`src/rtl/fir_tap_sequencer.sv`:
```
// Single-MAC symmetric FIR sequencer: walks coef_addr 1..HALF_TAPS..1, one mul+add per tap.
// 2*OP_LAT+3 cycles per tap when unstalled; stalls on missing sample or busy multiplier/adder.
module fir_tap_sequencer #(
  parameter int HALF_TAPS = 73,
  parameter int OP_LAT    = 7,
  parameter int AW        = 8
) (
  input  logic          clk,
  input  logic          rst,
  input  logic          start,
  input  logic          stop,
  input  logic          sample_valid,
  input  logic          mul_busy,
  input  logic          add_busy,
  output logic          sample_req,
  output logic [AW-1:0] coef_addr,
  output logic          mul_start,
  output logic          add_start,
  output logic          acc_clr,
  output logic [AW-1:0] tap_idx,
  output logic          busy,
  output logic          done,
  output logic          aborted
);

  localparam int CW = $clog2(OP_LAT + 1);
  localparam logic [AW-1:0] LAST_TAP  = AW'(2 * HALF_TAPS - 1);
  localparam logic [CW-1:0] WAIT_LOAD = CW'(OP_LAT - 1);

  typedef enum logic [2:0] {
    IDLE, CLEAR, FETCH, MUL, MUL_WAIT, ACC, ACC_WAIT, DONE
  } state_t;

  state_t        state, state_nxt;
  logic [CW-1:0] cnt;
  logic [AW-1:0] tap_nxt, addr_nxt;
  logic          cnt_load, tap_adv, run_start;

  assign busy      = (state != IDLE);
  assign run_start = (state == IDLE) && start && !stop;

  // Second half of the walk mirrors the first, so the centre address repeats.
  always_comb begin
    tap_nxt = tap_idx + 1'b1;
    if (tap_nxt < AW'(HALF_TAPS)) addr_nxt = tap_nxt + 1'b1;
    else                          addr_nxt = AW'(2 * HALF_TAPS) - tap_nxt;
  end

  always_comb begin
    state_nxt  = state;
    sample_req = 1'b0;
    mul_start  = 1'b0;
    add_start  = 1'b0;
    acc_clr    = 1'b0;
    done       = 1'b0;
    cnt_load   = 1'b0;
    tap_adv    = 1'b0;
    case (state)
      IDLE:     if (run_start) state_nxt = CLEAR;
      CLEAR: begin
        acc_clr   = 1'b1;
        state_nxt = FETCH;
      end
      FETCH: begin
        sample_req = 1'b1;
        if (sample_valid) state_nxt = MUL;
      end
      MUL: if (!mul_busy) begin
        mul_start = 1'b1;
        cnt_load  = 1'b1;
        state_nxt = MUL_WAIT;
      end
      MUL_WAIT: if (cnt == '0) state_nxt = ACC;
      ACC: if (!add_busy) begin
        add_start = 1'b1;
        cnt_load  = 1'b1;
        state_nxt = ACC_WAIT;
      end
      ACC_WAIT: if (cnt == '0) begin
        if (tap_idx == LAST_TAP) begin
          state_nxt = DONE;
        end else begin
          tap_adv   = 1'b1;
          state_nxt = FETCH;
        end
      end
      DONE: begin
        done      = 1'b1;
        state_nxt = IDLE;
      end
      default: state_nxt = IDLE;
    endcase
    // Abort suppresses every handshake in the stop cycle, including sample acceptance.
    if (stop && state != IDLE) begin
      state_nxt  = IDLE;
      sample_req = 1'b0;
      mul_start  = 1'b0;
      add_start  = 1'b0;
      done       = 1'b0;
      cnt_load   = 1'b0;
      tap_adv    = 1'b0;
    end
  end

  always_ff @(posedge clk) begin
    if (rst) begin
      state     <= IDLE;
      cnt       <= '0;
      tap_idx   <= '0;
      coef_addr <= '0;
      aborted   <= 1'b0;
    end else begin
      state   <= state_nxt;
      aborted <= stop && (state != IDLE);
      if (cnt_load)        cnt <= WAIT_LOAD;
      else if (cnt != '0)  cnt <= cnt - 1'b1;
      if (run_start) begin
        tap_idx   <= '0;
        coef_addr <= AW'(1);
      end else if (tap_adv) begin
        tap_idx   <= tap_nxt;
        coef_addr <= addr_nxt;
      end
    end
  end

endmodule
```
`config.mk`:
```
export PLATFORM = sky130hd
export DESIGN_NAME = fir_tap_sequencer
export DESIGN_NICKNAME = d
export VERILOG_FILES = /design/src/rtl/fir_tap_sequencer.sv
export SDC_FILE = /design/constraint.sdc
export NUM_CORES = 1
export LEC_CHECK = 0
export CELL_PAD_IN_SITES_DETAIL_PLACEMENT = 1
export CELL_PAD_IN_SITES_GLOBAL_PLACEMENT = 2
export CORE_MARGIN = 4
export CORE_UTILIZATION = 31
export CTS_BUF_LIST = sky130_fd_sc_hd__clkbuf_8
export DETAILED_ROUTE_END_ITERATION = 8
export HOLD_SLACK_MARGIN = 0.12
export PLACE_DENSITY = 0.91
export SLEW_MARGIN = 25
export SYNTH_ARGS = -nofsm -noshare
export SYNTH_HDL_FRONTEND = slang
export SYNTH_SLANG_ARGS = --single-unit
```
`constraint.sdc`:
```
create_clock -name clk -period 2.8 [get_ports clk]
set_input_delay 0.56 -clock clk [delete_from_list [all_inputs] [get_ports clk]]
set_output_delay 0.56 -clock clk [all_outputs]
set_load 0.02 [all_outputs]
```
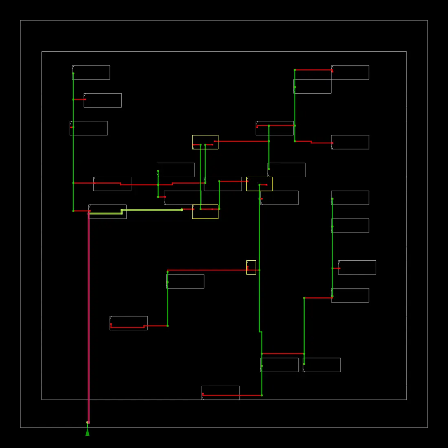
**Above:** run 1 (the clock network).
clock latency reported for the late side of the worst-skew pair: 0.27 ns
registers: 23
count of clock buffers in the final design: 3

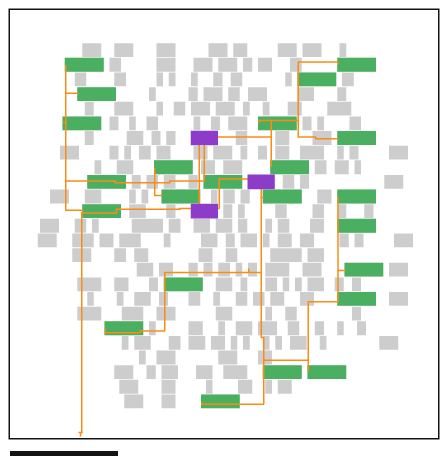
**Above:** run 1 (clock network drawn from the DEF).
The bar under the picture is 20 µm long.
flip-flops -> green  # count 23
clock wires -> orange  # length 367 µm
clock drivers -> purple  # count 3
flops lie = all over the die
routed clock nets = 4

==> run summary, run 1 <==
Notes from the flow run.

Place:
- The run gives the HPWL after detailed placement as 3310 µm.
- The count of buffers added on input and output ports is 29.
- The run puts the post-placement worst setup slack at around 0.16 ns.
- The run puts the number of placed instances with taps included at 299.
- The run gives the placed instance area as 0.00199 mm².
- The run puts the final estimated routing congestion in global placement at 0.785.

Global route:
- The run puts the global routing usage summed across all routing layers at 0.152.
- Global routing finished with a remaining overflow of 0.
- The run puts the met1 track utilization from global routing at 0.216.
- The run gives the via count of the first global-routing pass as about 1,600.
- The run puts the global-route met3 utilization at 0.0169.
- The run puts the first-pass GRT wire length at 7750 µm.
- The run gives the pin count of the biggest net entering global routing as 16.
- The run puts the number of antenna violations at the first check in global routing at 0.
- The run gives the met2 track utilization from global routing as 0.241.
- The layer flagged by global routing as most heavily used is met2.

Power:
- The run gives the power density over the cells as 351 mW/mm².
- The run puts the switching power total at 211 µW.
- Of the total power, registers draw 0.503.
- The design draws 716 µW.
- In the power breakdown, the biggest contributor is registers.
- The run gives the leakage dissipation as between 0.6 and 0.7 nW.
- The run gives the share of power burned in the clock network as 0.300.
- Looking at the VDD voltage map, the peak drop is about 0.2 mV.
- For the combinational group, total power comes out at 141 µW.
- Power attributed to the clock group is 215 µW.
- In this run, power in flip-flops and latches comes to 360 µW.
- The switching portion of total power comes to 0.295.
- The run puts the combinational share of power at 0.197.
- The run puts the cell internal power dissipation at 505 µW.

Critical path:
- The run gives the critical path launch point as stop.
- The run puts the worst-case reg-to-reg path depth at 8.
- In this run the worst setup path terminates at mul_start.
- The cell family contributing the most delay on the critical path is buffers and inverters.
- The run gives the buffers plus inverters on the worst setup path as 2.
- The run puts the depth of the critical timing path with buffers and inverters included at 4.
- The critical path goes through clkdlybuf4s50_1, nand2b_1, nor3_1, clkdlybuf4s50_1.
- The run puts the data arrival time of the critical path at 2.10 ns.
- The capture point of the worst register-to-register path is recorded as coef_addr[1].
- STA classifies the critical path endpoint as an output pin.
- STA puts the critical path data required time at 2.24 ns.
- The most numerous cell type found on the critical path is sky130_fd_sc_hd__clkdlybuf4s50_1.
- The worst setup path is launched from an input pin.
- The run gives the start-to-end type of the worst setup path as in2out.
- The run gives the maximum net fanout on the critical path as 4.
- The largest individual stage delay along the critical path comes from the cell sky130_fd_sc_hd__clkdlybuf4s50_1.
- The run gives the worst-case register-to-register setup slack as 0.49 ns.
- The run gives the worst stage delay on the critical path as 0.66 ns.
- The run gives the reg-to-reg critical path startpoint as tap_idx[0].

Routing:
- The run gives the wire length on met2 as 2090 µm.
- The run gives the DRC marker count from the first detailed-route iteration as 73.
- The run gives the number of vias after detailed routing as around 1,500.
- Per the detail_route log, met3 wirelength is 69 µm.
- For this run, the detailed router reports a per-instance via density of 5.07.
- The run gives the detailed-route DRC error count as 0.
- The run gives the met1 layer wirelength in the final routing as approximately 2300 µm.
- Signal routing reaches up to met4.
- The run gives the first-pass detailed-route iteration total as 4.
- The run gives the total length of routed wires as about 4500 µm.
- The run puts the tally of nets with antenna violations remaining after routing at 0.
- The run puts the routed wirelength normalized by instance count at approximately 15 µm.

Synth:
- Of the total synthesized cell area, the portion taken by full adders, half adders and majority gates is 0.0473.
- When the netlist entered floorplanning its net count stood at roughly 220.
- The number of cells reported by Yosys stat comes to approximately 210.
- Yosys shows that the main logic family after synthesis is simple AND/OR/NAND/NOR gates.
- Of the total synthesized cell area, the portion taken by AND-OR and OR-AND cells is 0.203.
- The run puts the per-instance average area after synthesis at 7.74 µm².
- The synthesized netlist contains approximately 43 unique library cells.
- The largest total area in the synthesized netlist belongs to sky130_fd_sc_hd__dfxtp_1.
- The warning tally printed by Yosys for this design is 0.
- The run gives the chip area estimate from yosys synthesis as 0.00159 mm².
- The commonest cells after synthesis are sky130_fd_sc_hd__dfxtp_1, sky130_fd_sc_hd__nand2_1, sky130_fd_sc_hd__nor2_1.
- The run gives the top cell type's share of synthesized area as 0.290.
- The run puts the post-synthesis sequential element count at 23.
- The run puts the async set-reset flop share out of synthesis at 0.
- For this run, the leading register cell type out of synthesis is sky130_fd_sc_hd__dfxtp_1.
- The run gives the area fraction in and, or, nand and nor cells as 0.274.
- The run puts the post-synthesis instance total at 205.
- For reference, the top cells by area after synthesis are sky130_fd_sc_hd__dfxtp_1, sky130_fd_sc_hd__xnor2_1, sky130_fd_sc_hd__ha_1.
- The run puts the synthesized-area fraction occupied by xor and xnor cells at 0.0986.
- The run puts the summed instance area of the synthesized netlist at between 0.0015 and 0.002 mm².
- Of the post-synthesis cell area, the part taken by muxes is 0.0189.
- The run puts the fraction of the yosys area taken by sequential cells at 0.290.
- The post-synth count of flops with an enable pin is 0.
- sky130_fd_sc_hd__dfxtp_1 is the most common cell in the netlist.

Layout:
- The run puts the antenna diode count at 0.
- The run puts the final instance area at 0.00204 mm².
- The final layout contains 250 nets.
- The post-route utilization of the core is recorded as 0.420.
- Ranking logic cells in the layout by count gives the top entries sky130_fd_sc_hd__clkdlybuf4s50_1, sky130_fd_sc_hd__dfxtp_1, sky130_fd_sc_hd__nand2_1, sky130_fd_sc_hd__nor2_1, sky130_fd_sc_hd__buf_4.
- The run puts the fraction of final layout cells sized beyond drive strength 1 at 0.110.
- Between the synthesized netlist and the finished layout, the area growth was recorded as 28.5%.
- The run gives the number of filler cells placed in the layout as 613.

Clock network:
- In this run the number of H-tree levels came out at 1.
- The run gives the number of clock buffers inserted by TritonCTS as 3.
- Once the clock tree was built, the resizer swapped 0 gates to a different size.
- The run gives the clock tree from TritonCTS as done.
- The run gives the post-CTS setup repair buffer count as 0.
- The run gives the clock root buffer master as sky130_fd_sc_hd__clkbuf_8.
- The run gives the largest buffer count on any clock path as 2.
- The run gives the clock-pin slew of the registers on the worst-case setup and hold paths as 0.09 ns.
- The run gives the sink count of the clock tree as 23.
- The run gives the count of hold buffers inserted by post-cts repair as 0.

Floorplan:
- The run puts the chip area at between 0.006 and 0.007 mm².
- The run gives the horizontal die size as 79.5 µm.
- The initial utilization of the core area, before any placement, comes to 0.327.
- Per the OpenROAD floorplan log, the height of the die is around 80 µm.
- The run gives the top-level I/O count as 30.
- The run puts the area of the core at 0.00485 mm².
- The run gives the number of placement rows as 25.

Timing:
- The run gives the final count of hold timing violations as 0.
- Setup total negative slack on the finished layout was measured at 0 ns.
- Setup repair after global routing left no endpoint under its margin.
- The last timing report of the flow puts the setup violation total at 0.
- The run puts the worst hold margin at 0.466 ns.
- The run gives the number of max-slew violations in the final report as 0.
- Measured against its own limit, the worst slew margin works out to 0.559.
- The run puts the minimum clock period after layout at 2.66 ns.
- The run gives the worst clock skew as 0.00400 ns.
- The run puts the maximum clock rate at 376 MHz.
- The run gives the final critical-path setup slack as ~0.14 ns.
- The run puts the portion of the clock cycle consumed by the worst path in the final layout at 0.949.
- The run gives the transition time of the tightest slew-check pin as around 0.66 ns.

Hold path:
- The run gives the worst hold path cell count as 2.
- The run gives the type of the tightest min-delay check as reg2reg.
- In this run the most critical hold path is launched from coef_addr[2].
- For hold timing, the worst endpoint is coef_addr[2].

Run status:
- The run finished with clean final reports.

Flow run:
- The report counts max-capacitance violations totalling 0.
- The run gives the OpenROAD warning count as 31.
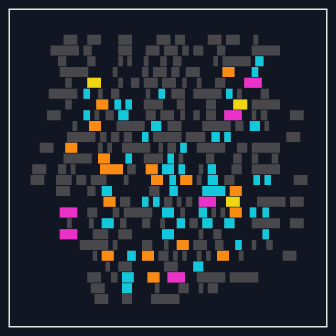
**Above:** run 1 (logic cells by family).
mux cells -> yellow  # cells 3
xor and xnor cells -> orange  # cells 17
aoi and oai cells -> cyan  # cells 44
fa/ha/maj cells -> magenta  # cells 6
Non-Filler Instances: 303
Commonest Layout Cell: sky130_fd_sc_hd__clkdlybuf4s50_1
combinational share of cell area: 0.500

[run 1: tightest hold or removal path: cells and delay by family (launching register included)]
kind	cells	cell delay, ns
AND-OR/OR-AND	1	0.05
flip-flops	1	0.32
AND/OR/NAND/NOR	1	0.05
[run 1: sequential cells by signal, summed over array words and instances, names as in the netlist]
| name | flops |
|---|---|
| coef_addr | 8 |
| tap_idx | 8 |
| cnt | 3 |
| state | 3 |
| aborted | 1 |
[run 1: area by class of cell]
cell class,instances,area [µm²],share of cell area
Tap cell,67,83.8,0.0411
Sequential cell,23,460,0.226
Clock buffer,3,41.3,0.0203
Multi-Input combinational cell,157,1020,0.500
Timing Repair Buffer,43,395,0.194
Inverter,9,33.8,0.0166
Clock inverter,1,5.00,0.00246
**Run 1: where the registers sit**

Other sequential cells in the stronger grey, the rest of the logic in the fainter grey.
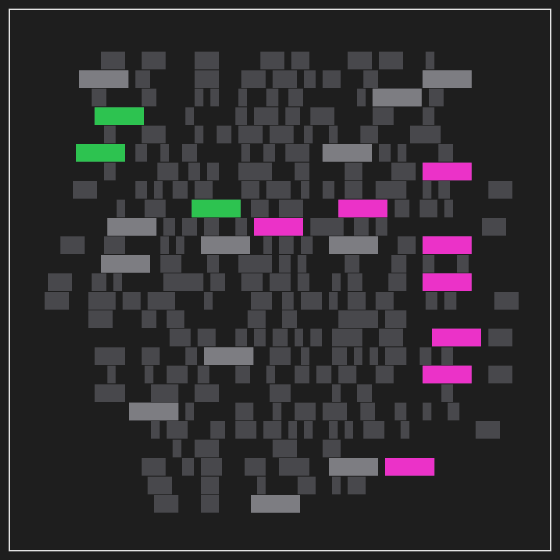

==> run 2, diff against run 1 <==
--- a/config.mk
+++ b/config.mk
@@ -13,6 +13,7 @@
 export DETAILED_ROUTE_END_ITERATION = 8
 export HOLD_SLACK_MARGIN = 0.12
 export PLACE_DENSITY = 0.91
+export RECOVER_POWER = 100
 export SLEW_MARGIN = 25
 export SYNTH_ARGS = -nofsm -noshare
 export SYNTH_HDL_FRONTEND = slang
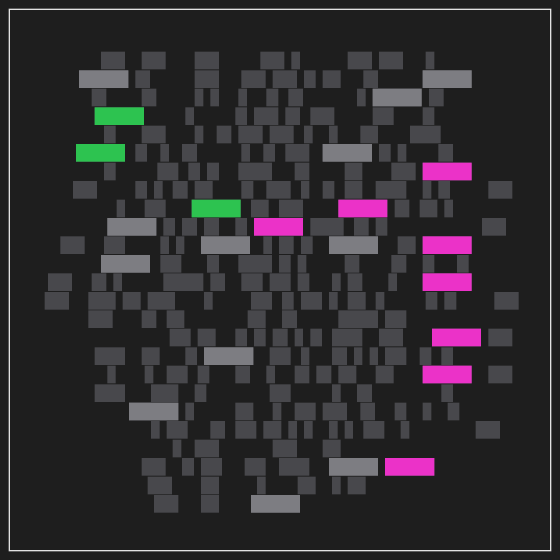
**Above:** run 2 (where the registers sit).
Other sequential cells in the stronger grey, the rest of the logic in the fainter grey.
state -> green  # sequential cells 3
coef_addr -> magenta  # sequential cells 8, where middle right
not coloured = 12

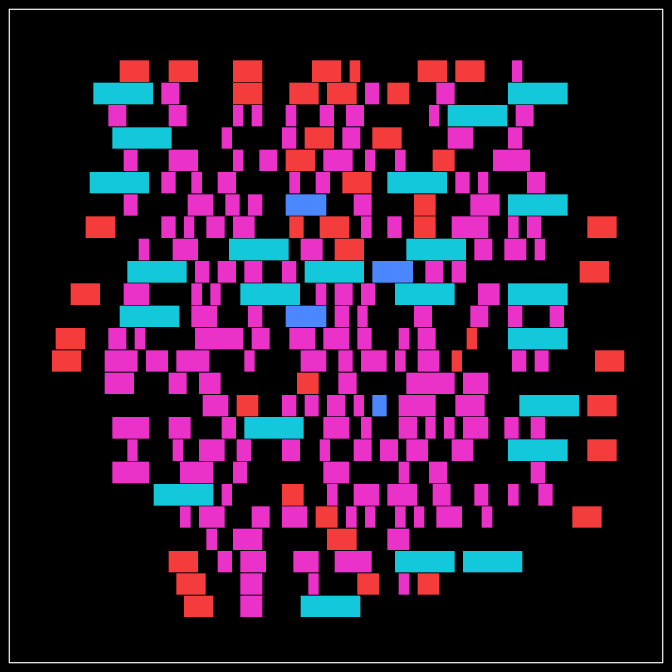
**Above:** run 2 (cell classes on the final placement).
remaining buffers and delay cells -> red  # cells 43
sequential cells -> cyan  # cells 23
clock drivers and dummy loads -> blue  # cells 4
combinational and other logic -> magenta  # cells 166
placeable core region: 0.00485 mm²
final design utilization: 0.417

==> run 2 against run 1 <==
First-iteration DRC count down 16%; die area unchanged; utilization down 0.39 points; critical path type unchanged; synthesized area unchanged; final cell count unchanged; total power down 0.92%.
==> run summary, run 2 <==
Notes from the flow run.

Run status:
- Status: complete, no violations (unchanged).

Synth:
- The distinct cell type count after synthesis was 43 (unchanged).
- The run gives the number of synthesis warnings as 0 (unchanged).
- The run gives the per-instance average area after synthesis as 7.74 µm² (unchanged).
- The run puts the number of flops mapped to enable cells by yosys at 0 (unchanged).
- The run gives the cell taking the most area after synthesis as sky130_fd_sc_hd__dfxtp_1 (unchanged).
- The run gives the summed instance area of the synthesized netlist as 0.00159 mm² (unchanged).
- The run puts the post-synthesis instance total at 205 (unchanged).

Layout:
- The run puts the share of final layout cell area taken by non-clock buffers at 0.189 (was 0.194).
- The run gives the non-filler instance count after layout as 303 (unchanged).
- The run gives the clock-cell share of area as 0.0229 (was 0.0227).
- The dominant kind of cell by area was combinational gates (unchanged).
- The run gives the number of nets in the layout as 250 (unchanged).
- The number of filler cells placed in the layout is 613 (unchanged).
- The register area came to 460 µm² (unchanged).
- Most frequent cells in the layout: sky130_fd_sc_hd__dfxtp_1, sky130_fd_sc_hd__dlygate4sd3_1, sky130_fd_sc_hd__nand2_1, sky130_fd_sc_hd__nor2_1, sky130_fd_sc_hd__xnor2_1 (was sky130_fd_sc_hd__clkdlybuf4s50_1, sky130_fd_sc_hd__dfxtp_1, sky130_fd_sc_hd__nand2_1, sky130_fd_sc_hd__nor2_1, sky130_fd_sc_hd__buf_4).
- The run puts the area growth from synthesis to final layout at 27.3% (was 28.5%).
- The fraction of final layout cells sized beyond drive strength 1 was 0.0932 (was 0.110).
- The count of inverters not on the clock network in the layout was 9 (unchanged).
- The run gives the final instance area as 0.00202 mm² (was 0.00204 mm²).

Timing:
- Unrepaired setup endpoints after global routing: false (unchanged).
- The portion of the clock cycle consumed by the worst path in the final layout is 0.940 (was 0.949).
- The number of max-slew violations in the final report is 0 (unchanged).
- The run gives the setup TNS after final layout as 0 ns (unchanged).
- The run puts the worst slew margin relative to its limit at 0.559 (about the same).

Hold path:
- The hold path startpoint is coef_addr[2] (unchanged).
- The run gives the worst hold path cell count as 2 (unchanged).

Power:
- The total power draw is 710 µW (was 716 µW).
- The run gives the switching power total as 211 µW (about the same).
- The run gives the worst vdd rail ir drop as 0.201 mV (about the same).
- The leakage dissipation came to 0.756 nW (was 0.698 nW).
- The run gives the sequential share of power as 0.507 (was 0.503).
- The run gives the clock network power as 214 µW (was 215 µW).
- The run gives the sequential cell power as 360 µW (about the same).
- The run gives the power density over the cells as 351 mW/mm² (about the same).

Routing:
- The run gives the number of vias after detailed routing as 1,536 (unchanged).
- The run puts the met1 layer wirelength in the final routing at 2270 µm (was 2280 µm).
- The run puts the tally of nets with antenna violations remaining after routing at 0 (unchanged).
- The run puts the routed via count divided by cell count at 5.07 (unchanged).

Critical path:
- The worst reg2reg path endpoint is coef_addr[1] (unchanged).
- The run puts the depth of the critical timing path with buffers and inverters included at 4 (unchanged).
- The top cell family by delay on the critical path is buffers and inverters (unchanged).
- The run puts the maximum net fanout on the critical path at 4 (unchanged).
- The destination of the critical timing path is mul_start (unchanged).
- The critical path launch point is stop (unchanged).
- The type of element capturing the critical path was an output pin (unchanged).
- Sequence of cells on the critical path: clkdlybuf4s50_1, nand2b_1, nor3_1, clkdlybuf4s50_1 (unchanged).
- The cell type of the slowest stage on the worst timing path is sky130_fd_sc_hd__clkdlybuf4s50_1 (unchanged).
- The run gives the start-to-end type of the worst setup path as in2out (unchanged).
- The run gives the reg-to-reg critical path startpoint as tap_idx[0] (unchanged).

Global route:
- The run gives the global-route met3 utilization as 0.0169 (unchanged).
- The global routing's busiest layer is met2 (unchanged).
- The pin count of the biggest net entering global routing is 16 (unchanged).

Clock network:
- The run puts the largest buffer count on any clock path at 2 (unchanged).
- The clock-pin slew of the registers on the worst-case setup and hold paths was 0.09 ns (about the same).
- The run puts the count of hold buffers inserted by post-cts repair at 0 (unchanged).
- The number of H-tree levels came to 1 (unchanged).
- The clock root buffer master is sky130_fd_sc_hd__clkbuf_8 (unchanged).
- The run puts the post-CTS setup repair buffer count at 0 (unchanged).
- The run puts the cell resize tally after clock tree synthesis at 0 (unchanged).

Place:
- The placed instance area is 0.00199 mm² (unchanged).
- The run puts the number of placed instances with taps included at 299 (unchanged).
- The run puts the count of buffers inserted at the top-level ports at 29 (unchanged).
- The run puts the final estimated routing congestion in global placement at 0.785 (unchanged).
- The run puts the post-placement worst setup slack at 0.158 ns (unchanged).

Floorplan:
- The run puts the chip area at 0.00633 mm² (unchanged).
- The run gives the top-level I/O count as 30 (unchanged).

Flow run:
- The run gives the max-capacitance violation count as 0 (unchanged).
## run 2: cell types whose count changed in the layout (fill, tap and decap cells not counted), moves of 3 or more
cell	delta
sky130_fd_sc_hd__buf_4	-5
sky130_fd_sc_hd__clkbuf_1	+3
sky130_fd_sc_hd__clkdlybuf4s50_1	-21
sky130_fd_sc_hd__dlygate4sd3_1	+21
## run 2: kinds of logic after synthesis
group           after synthesis  share of synthesized area
mux                           3                     0.0189
simple gates                 83                      0.274
fa+ha+maj                     6                     0.0473
buf+inv                      25                     0.0678
flops                        23                      0.290
xor+xnor                     17                     0.0986
compound gates               48                      0.203
==> run 3, diff against run 2 <==
--- a/config.mk
+++ b/config.mk
@@ -5,6 +5,7 @@
 export SDC_FILE = /design/constraint.sdc
 export NUM_CORES = 1
 export LEC_CHECK = 0
+export CAP_MARGIN = 20
 export CELL_PAD_IN_SITES_DETAIL_PLACEMENT = 1
 export CELL_PAD_IN_SITES_GLOBAL_PLACEMENT = 2
 export CORE_MARGIN = 4
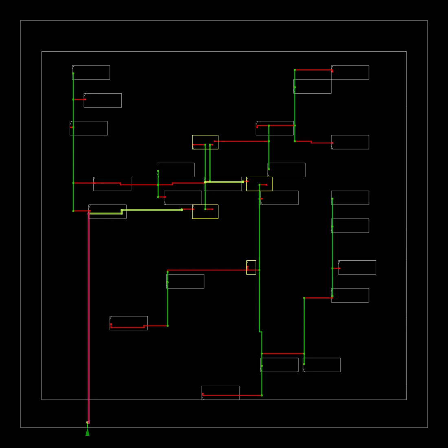
**Above:** run 3 (the clock network).
Power Clock: 214 µW
number of buffers created by CTS: 3
final setup skew: 0.00398 ns
number of clock sinks: 23

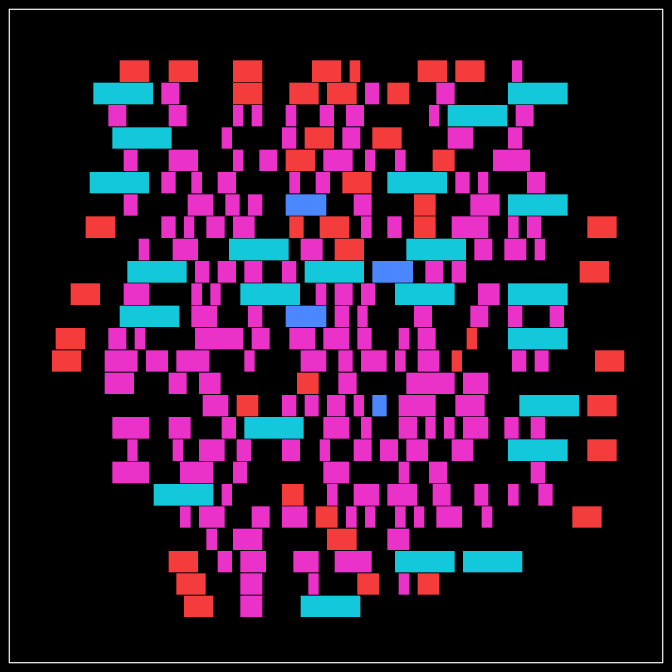
**Above:** run 3 (cell classes on the final placement).
sequential cells -> cyan  # cells 23
clock drivers and dummy loads -> blue  # cells 4
combinational and other logic -> magenta  # cells 166
remaining buffers and delay cells -> red  # cells 43

==> run 3 against run 2 <==
Flip-flop count stayed put; global-route usage stayed put; routed wire length stayed put; count of clock-buffer cells in the layout stayed put; non-clock buffer count stayed put; sequential share of layout area stayed put.
==> run summary, run 3 <==
Notes from the flow run.

Power:
- The run puts the combinational cell power at 135 µW (about the same).
- The run puts the switching power total at 211 µW (unchanged).
- The run gives the worst vdd rail ir drop as 0.201 mV (unchanged).
- The share of power burned in the clock network was 0.302 (about the same).
- The run gives the sequential cell power as 360 µW (about the same).
- The run puts the leakage dissipation at 0.756 nW (unchanged).

Synth:
- The run puts the top cell type's share of synthesized area at 0.290 (unchanged).
- The run gives the per-instance average area after synthesis as 7.74 µm² (unchanged).
- The run gives the fraction of the yosys area taken by sequential cells as 0.290 (unchanged).
- The distinct cell type count after synthesis was 43 (unchanged).
- The number of synthesis warnings came to 0 (unchanged).
- Top cells by area in the synthesized netlist: sky130_fd_sc_hd__dfxtp_1, sky130_fd_sc_hd__xnor2_1, sky130_fd_sc_hd__ha_1 (unchanged).
- The run gives the post-synthesis instance total as 205 (unchanged).
- The async set-reset flop share out of synthesis came to 0 (unchanged).
- The net count after synthesis was 218 (unchanged).

Place:
- The run gives the post-placement worst setup slack as 0.158 ns (unchanged).
- The number of placed instances with taps included came to 299 (unchanged).
- The run gives the final estimated routing congestion in global placement as 0.785 (unchanged).
- The run gives the placed instance area as 0.00199 mm² (unchanged).

Flow run:
- The run gives the OpenROAD warning count as 31 (unchanged).
- The run puts the max-capacitance violation count at 0 (unchanged).

Clock network:
- The run gives the clock root buffer master as sky130_fd_sc_hd__clkbuf_8 (unchanged).
- The cell resize tally after clock tree synthesis was 0 (unchanged).
- The clock tree from TritonCTS was done (unchanged).
- The run puts the count of hold buffers inserted by post-cts repair at 0 (unchanged).
- The run gives the number of H-tree levels as 1 (unchanged).

Critical path:
- The type of element capturing the critical path is an output pin (unchanged).
- The run gives the worst-case register-to-register setup slack as 0.36 ns (about the same).
- The type of origin of the critical path is an input pin (unchanged).
- The cell type of the slowest stage on the worst timing path is sky130_fd_sc_hd__clkdlybuf4s50_1 (unchanged).
- The run gives the worst-case reg-to-reg path depth as 8 (unchanged).
- The depth of the critical timing path with buffers and inverters included is 4 (unchanged).
- The run puts the critical path required time at 2.24 ns (about the same).
- The data arrival time of the critical path is 2.07 ns (about the same).
- The buffers plus inverters on the worst setup path is 2 (unchanged).

Floorplan:
- The run puts the die boundary height at 79.5 µm (unchanged).
- The core utilization before placement was 0.327 (unchanged).
- The run gives the chip area as 0.00633 mm² (unchanged).
- The tapcell count is 67 (unchanged).
- The top-level I/O count was 30 (unchanged).
- The run puts the number of placement rows at 25 (unchanged).

Routing:
- The total length of routed wires is 4430 µm (unchanged).
- The routed wirelength normalized by instance count was 14.6 µm (unchanged).
- The run puts the routed via count divided by cell count at 5.07 (unchanged).
- The run puts the tally of nets with antenna violations remaining after routing at 0 (unchanged).

Timing:
- The worst hold margin was 0.463 ns (unchanged).
- The number of max-slew violations in the final report is 0 (unchanged).
- The portion of the clock cycle consumed by the worst path in the final layout is 0.940 (unchanged).
- The transition time of the tightest slew-check pin was 0.656 ns (unchanged).
- The minimum clock period after layout is 2.63 ns (unchanged).
- The run puts the worst slew margin relative to its limit at 0.559 (unchanged).

Hold path:
- The terminating pin of the worst hold path is coef_addr[2] (unchanged).

Run status:
- Status: complete, no violations (unchanged).

Layout:
- The run puts the final core utilization at 0.417 (unchanged).
- The count of inverters not on the clock network in the layout was 9 (unchanged).
- The clock-cell share of area is 0.0229 (unchanged).
- The run gives the final instance area as 0.00202 mm² (unchanged).
- The run gives the count of multi-input combinational gates as 157 (unchanged).
- The fraction of standard cell area that is sequential came to 0.228 (unchanged).
- The dominant kind of cell by area was combinational gates (unchanged).

Global route:
- The run gives the global routing usage summed across all routing layers as 0.152 (unchanged).
- The run gives the via count of the first global-routing pass as 1,574 (unchanged).
- The run puts the pin count of the biggest net entering global routing at 16 (unchanged).
- The run gives the first-pass GRT wire length as 7750 µm (unchanged).
[run 3: cell counts after synthesis]
No cell type changed its count.
[run 3: cell families (layout without fill, tap and decap cells)]
family | count (synthesis) | count (layout) | share of synthesized area
buffers and inverters | 25 | 56 | 0.0678
AND-OR/OR-AND | 48 | 48 | 0.203
AND/OR/NAND/NOR | 83 | 83 | 0.274
flip-flops | 23 | 23 | 0.290
multiplexers | 3 | 3 | 0.0189
adder cells (fa/ha/maj) | 6 | 6 | 0.0473
XOR/XNOR | 17 | 17 | 0.0986
[run 3: per-layer routing]
metal | global-route usage | wire length (µm) | vias to the layer above
li1 | - | - | 786
met5 | 0 | 0 | -
met2 | 0.241 | 2060 | 16
met1 | 0.216 | 2270 | 732
met4 | 0.0412 | 40 | 0
met3 | 0.0169 | 64 | 2
Power is estimated from default activity; no workload was simulated.
